## config.mk

```make
export PLATFORM = sky130hd
export DESIGN_NAME = instr_decoder
export DESIGN_NICKNAME = d
export VERILOG_FILES = /design/src/rtl/instr_decoder.sv
export SDC_FILE = /design/constraint.sdc
export NUM_CORES = 1
export LEC_CHECK = 0
export ABC_AREA = 1
export CAP_MARGIN = 10
export CORE_MARGIN = 8
export CORE_UTILIZATION = 45
export DETAILED_ROUTE_END_ITERATION = 10
export PLACE_DENSITY = 0.82
export SETUP_SLACK_MARGIN = 0.1
export SLEW_MARGIN = 20
export SYNTH_ARGS = -nofsm -noshare
export SYNTH_HDL_FRONTEND = slang
export SYNTH_SLANG_ARGS = --single-unit
```

## constraint.sdc

```tcl
create_clock -name clk -period 2.1 [get_ports clk]
set_clock_uncertainty 0.1 [all_clocks]
set_input_delay 0.21 -clock clk [delete_from_list [all_inputs] [get_ports clk]]
set_output_delay 0.21 -clock clk [all_outputs]
set_load 0.01 [all_outputs]
```

## src/rtl/instr_decoder.sv

```systemverilog
// Byte-stream instruction decoder for the 8-bit CPU: decodes ALU/branch/halt, tracks in-flight ALU ops, captures flags.
// Optional `define FLAGS_BYPASS_EN lets a waiting branch resolve from flags_in as the last pending op returns.

typedef enum logic [2:0] {
    ALU_ADD = 3'd0,
    ALU_SUB = 3'd1,
    ALU_AND = 3'd2,
    ALU_OR  = 3'd3,
    ALU_XOR = 3'd4,
    ALU_SLL = 3'd5,
    ALU_SRL = 3'd6,
    ALU_SRA = 3'd7
} alu_opcode_t;

typedef struct packed {
    logic zero;
    logic negative;
    logic carry;
    logic overflow;
} alu_flags_t;

module instr_decoder #(
    parameter int unsigned WIDTH       = 8,
    parameter int unsigned PENDING_MAX = 3
) (
    input  logic             clk,
    input  logic             rst_n,
    input  logic             in_valid,
    output logic             in_ready,
    input  logic [WIDTH-1:0] in_data,
    input  logic             flush,
    input  logic             flags_valid,
    input  alu_flags_t       flags_in,
    output logic             dec_valid,
    input  logic             dec_ready,
    output logic [1:0]       dec_kind,
    output alu_opcode_t      alu_op,
    output logic [1:0]       rd,
    output logic [1:0]       rs,
    output logic             use_imm,
    output logic [WIDTH-1:0] imm,
    output logic             br_taken,
    output alu_flags_t       status,
    output logic             halted
);

    localparam int unsigned PEND_W    = (PENDING_MAX < 2) ? 1 : $clog2(PENDING_MAX + 1);
    localparam logic [1:0]  KIND_ALU  = 2'd0;
    localparam logic [1:0]  KIND_BR   = 2'd1;
    localparam logic [1:0]  KIND_HALT = 2'd2;

    typedef enum logic [2:0] {
        S_OP   = 3'd0,
        S_B1   = 3'd1,
        S_WAIT = 3'd2,
        S_OUT  = 3'd3,
        S_HALT = 3'd4
    } state_t;

    state_t            r_state;
    state_t            w_next_state;
    logic [PEND_W-1:0] r_pending;
    logic [PEND_W-1:0] w_next_pending;
    logic [2:0]        r_cond;
    logic              w_byte_acc;
    logic              w_handshake;
    logic              w_alu_issue;
    logic              w_flags_dec;
    logic              w_bypass;
    logic              w_resolve;
    logic              w_out_alu;
    alu_flags_t        w_br_flags;

    function automatic logic cond_true(input logic [2:0] cond, input alu_flags_t f);
        logic res;
        res = 1'b0;
        case (cond)
            3'd0:    res = 1'b1;
            3'd1:    res = f.zero;
            3'd2:    res = !f.zero;
            3'd3:    res = f.carry;
            3'd4:    res = !f.carry;
            3'd5:    res = f.negative;
            3'd6:    res = f.overflow;
            default: res = 1'b0;
        endcase
        return res;
    endfunction

    // Handshakes, pending-op bookkeeping and next-state selection
    always_comb begin
        w_byte_acc   = in_valid && in_ready;
        w_handshake  = dec_valid && dec_ready;
        w_alu_issue  = w_handshake && (dec_kind == KIND_ALU);
        w_flags_dec  = flags_valid && (r_pending != '0);

        w_next_pending = r_pending;
        if (w_alu_issue && !w_flags_dec) begin
            w_next_pending = r_pending + PEND_W'(1);
        end else if (w_flags_dec && !w_alu_issue) begin
            w_next_pending = r_pending - PEND_W'(1);
        end

`ifdef FLAGS_BYPASS_EN
        w_bypass = flags_valid && (r_pending == PEND_W'(1));
`else
        w_bypass = 1'b0;
`endif
        w_resolve  = (r_state == S_WAIT) && ((r_pending == '0) || w_bypass);
        w_br_flags = w_bypass ? flags_in : status;

        // Only a HALT byte moves S_OP straight to S_OUT; every other S_OUT entry keeps the byte0 kind
        w_out_alu = (dec_kind == KIND_ALU) && (r_state != S_OP);

        w_next_state = r_state;
        case (r_state)
            S_OP: begin
                if (w_byte_acc) begin
                    if (in_data[7:6] == 2'b11) begin
                        w_next_state = in_data[0] ? S_OUT : S_OP;
                    end else begin
                        w_next_state = S_B1;
                    end
                end
            end
            S_B1: begin
                if (w_byte_acc) begin
                    w_next_state = (dec_kind == KIND_BR) ? S_WAIT : S_OUT;
                end
            end
            S_WAIT: begin
                if (w_resolve) begin
                    w_next_state = S_OUT;
                end
            end
            S_OUT: begin
                if (w_handshake) begin
                    w_next_state = (dec_kind == KIND_HALT) ? S_HALT : S_OP;
                end
            end
            S_HALT:  w_next_state = S_HALT;
            default: w_next_state = S_OP;
        endcase

        if (flush && (r_state != S_HALT)) begin
            w_next_state = S_OP;
        end
    end

    always_ff @(posedge clk or negedge rst_n) begin
        if (!rst_n) begin
            r_state   <= S_OP;
            r_pending <= '0;
            r_cond    <= 3'd0;
            in_ready  <= 1'b0;
            dec_valid <= 1'b0;
            dec_kind  <= KIND_ALU;
            alu_op    <= ALU_ADD;
            rd        <= 2'd0;
            rs        <= 2'd0;
            use_imm   <= 1'b0;
            imm       <= '0;
            br_taken  <= 1'b0;
            status    <= '0;
            halted    <= 1'b0;
        end else begin
            r_state   <= w_next_state;
            r_pending <= w_next_pending;
            in_ready  <= (w_next_state == S_OP) || (w_next_state == S_B1);
            halted    <= (w_next_state == S_HALT);
            dec_valid <= (w_next_state == S_OUT) &&
                         !(w_out_alu && (w_next_pending == PEND_W'(PENDING_MAX)));

            if (flags_valid) begin
                status <= flags_in;
            end

            // Byte0 fixes the instruction kind and the fields it carries
            if ((r_state == S_OP) && w_byte_acc && !flush) begin
                case (in_data[7:6])
                    2'b00, 2'b01: begin
                        dec_kind <= KIND_ALU;
                        alu_op   <= alu_opcode_t'(in_data[5:3]);
                        rd       <= in_data[1:0];
                        rs       <= 2'd0;
                        use_imm  <= in_data[6];
                        imm      <= '0;
                        br_taken <= 1'b0;
                    end
                    2'b10: begin
                        dec_kind <= KIND_BR;
                        r_cond   <= in_data[5:3];
                        use_imm  <= 1'b0;
                        br_taken <= 1'b0;
                    end
                    default: begin
                        if (in_data[0]) begin
                            dec_kind <= KIND_HALT;
                            use_imm  <= 1'b0;
                            br_taken <= 1'b0;
                        end
                    end
                endcase
            end

            if ((r_state == S_B1) && w_byte_acc && !flush) begin
                if ((dec_kind == KIND_ALU) && !use_imm) begin
                    rs <= in_data[1:0];
                end else begin
                    imm <= in_data;
                end
            end

            if (w_resolve && !flush) begin
                br_taken <= cond_true(r_cond, w_br_flags);
            end
        end
    end

endmodule
```

Figure 1. Signal wires on met3.
Scale bar: 20 um.
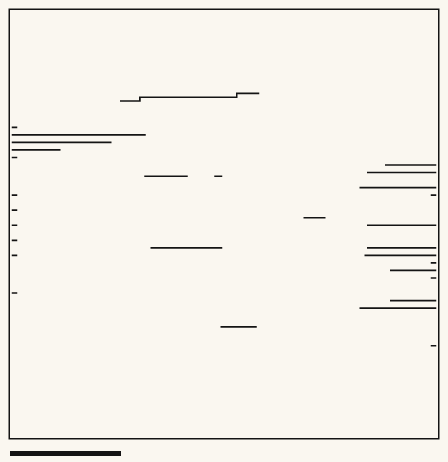
share of all routed wire: 6.0%
main direction: horizontal
nets with wire on the layer: 26
longest straight run: 23.9 um
wire length on this layer: 217 um
DR vias: 1,407
met3 Use GR: 5.24%
post-detailed-routing wire length: 3620 um

Figure 2. Placed standard cells.
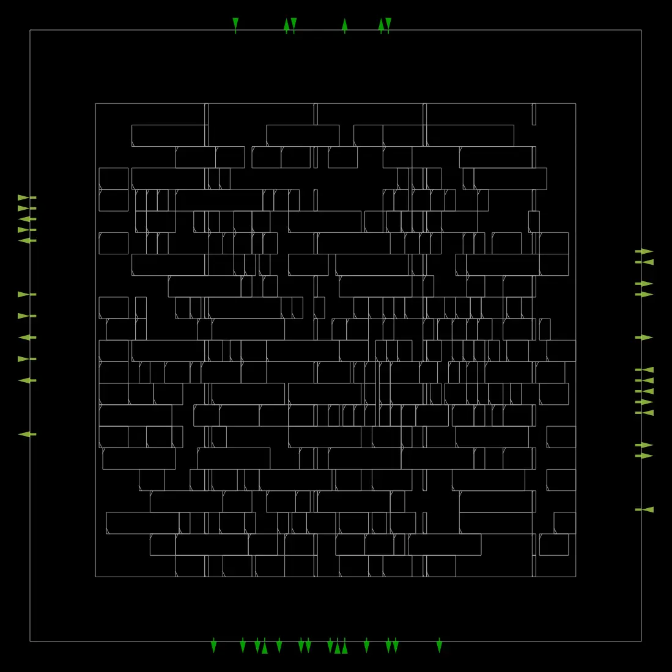
Seq/total area: 37.0%
flop count: 34
FP Rows: 22
core area: 0.00363 mm2

Figure 3. Pin placement.
Scale bar: 20 um. Pins as bars across the die edge, other pins in gray.
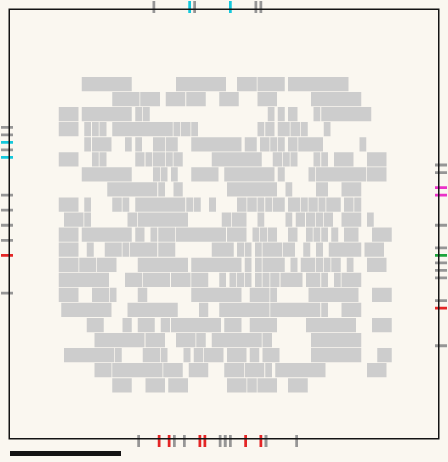
| port | color | pins | direction | edge |
|---|---|---|---|---|
| dec_kind | magenta | 2 | output | east |
| imm | red | 8 | output | 6 south, 1 east, 1 west |
| status | cyan | 4 | output | 2 west, 2 north |
| flush | green | 1 | input | east |
all pins by edge: 14 south, 13 east, 11 west, 6 north
horizontal die dimension: 77.3 um
die height: 77.3 um
quantity of I/O buffers inserted on ports: 43

Figure 4. Sizing map.
Scale bar: 20 um.
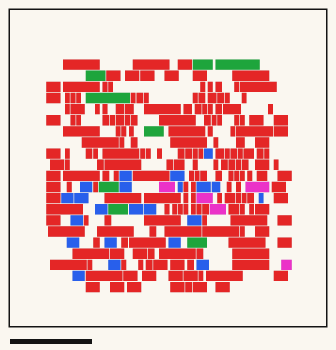
| size | color | cells | share | most used |
|---|---|---|---|---|
| drive 1 or less | red | 206 | 85% | clkdlybuf4s50_1 |
| drive 6 and up | green | 8 | 3.3% | clkbuf_8 |
| drive 2 | blue | 22 | 9.1% | o21ai_2 |
| drive 3 to 4 | magenta | 5 | 2.1% | nand2_4 |
area overhead of the layout relative to synthesis: 35.9%
final critical-path setup slack: 0.503 ns
Non-clk bufs: 44
total non-filler cell area in the finished layout: 0.00230 mm2

==> design notes <==
The run finished with clean final reports. The master cell of the clock root buffer is sky130_fd_sc_hd__clkbuf_8. The final cell count without fillers is 289, and the share of Yosys cell area claimed by the top area cell type is 50.3%. With the detailed-routing iteration count for the pre-antenna-repair pass at 4, the final antenna-violating net count is 0. The script logs the ratio of routed vias to standard cells as 4.87. The flow reported a cell area power density of 1110 mW/mm2. In the routed design, unresolved DRC markers number 0. The run gives 1.13 nW as the standby leakage power.

For the count of nets after finishing, the log shows 259. The final number of max-transition violations came out at 0. Clock network power for this build is 740 uW. Counting only logic cells after layout, the most numerous master is sky130_fd_sc_hd__clkdlybuf4s50_1.

With the area fraction in and, or, nand and nor cells at 27.8%, the post-synthesis chip area from yosys is 0.00169 mm2. The run gives 0.44 ns for the maximum cell stage delay along the critical path. The logs give 0 ns for the total negative setup slack and 965 uW for the power of the sequential group. At the worst endpoint, the arrival time is 1.66 ns.

Effective utilization at floorplan: 46.5%. Setup repair after global routing left no endpoint under its margin. The sequential cell area is 851 um2, and the slew at the pin closest to its max-slew limit is 0.424 ns.

In this run, post-CTS repair resized a total of 0 instances. The combinational-cell power consumption is 848 uW, and the share of layout cells above drive strength 1 is 14.5%. For this floorplan the total number of well-tap instances is 48. The number of I/O pins was 44; the portion of total power attributed to the clock network was 29.0%. The number of nets in the synthesized netlist is 211. In the final layout, the registers with the most flip-flops are imm x8, status x4. The total overflow left after global routing is 0. The post-synthesis xor/xnor area fraction came out at 0%. The run gives 6690 um as the wire length of the first global-routing pass. The cell taking the most area after synthesis was sky130_fd_sc_hd__dfrtp_1. The cell with the biggest individual delay on the critical path was sky130_fd_sc_hd__dfrtp_1. The count of state elements after synthesis came out at 34. The internal portion of the total power is 1.77 mW. After synthesis, the netlist uses 24 different library cells.

The logs give 217 um for the sum of met3 wire segment lengths after detailed routing and 506 uV for the largest voltage drop on the vdd net. The number of cell instances on the worst register-to-register path was 6. The final antenna diode tally reported by the flow is 0.

Of the total standard cell area in the layout, the multi-input combinational portion is 29.7%. For reference, compound AND-OR and OR-AND cells occupy 11.8% of the area reported after synthesis. Met2 layer wire length in the routed design: 1740 um.
Power figures rest on the tool's default switching activity, not on a simulated workload.
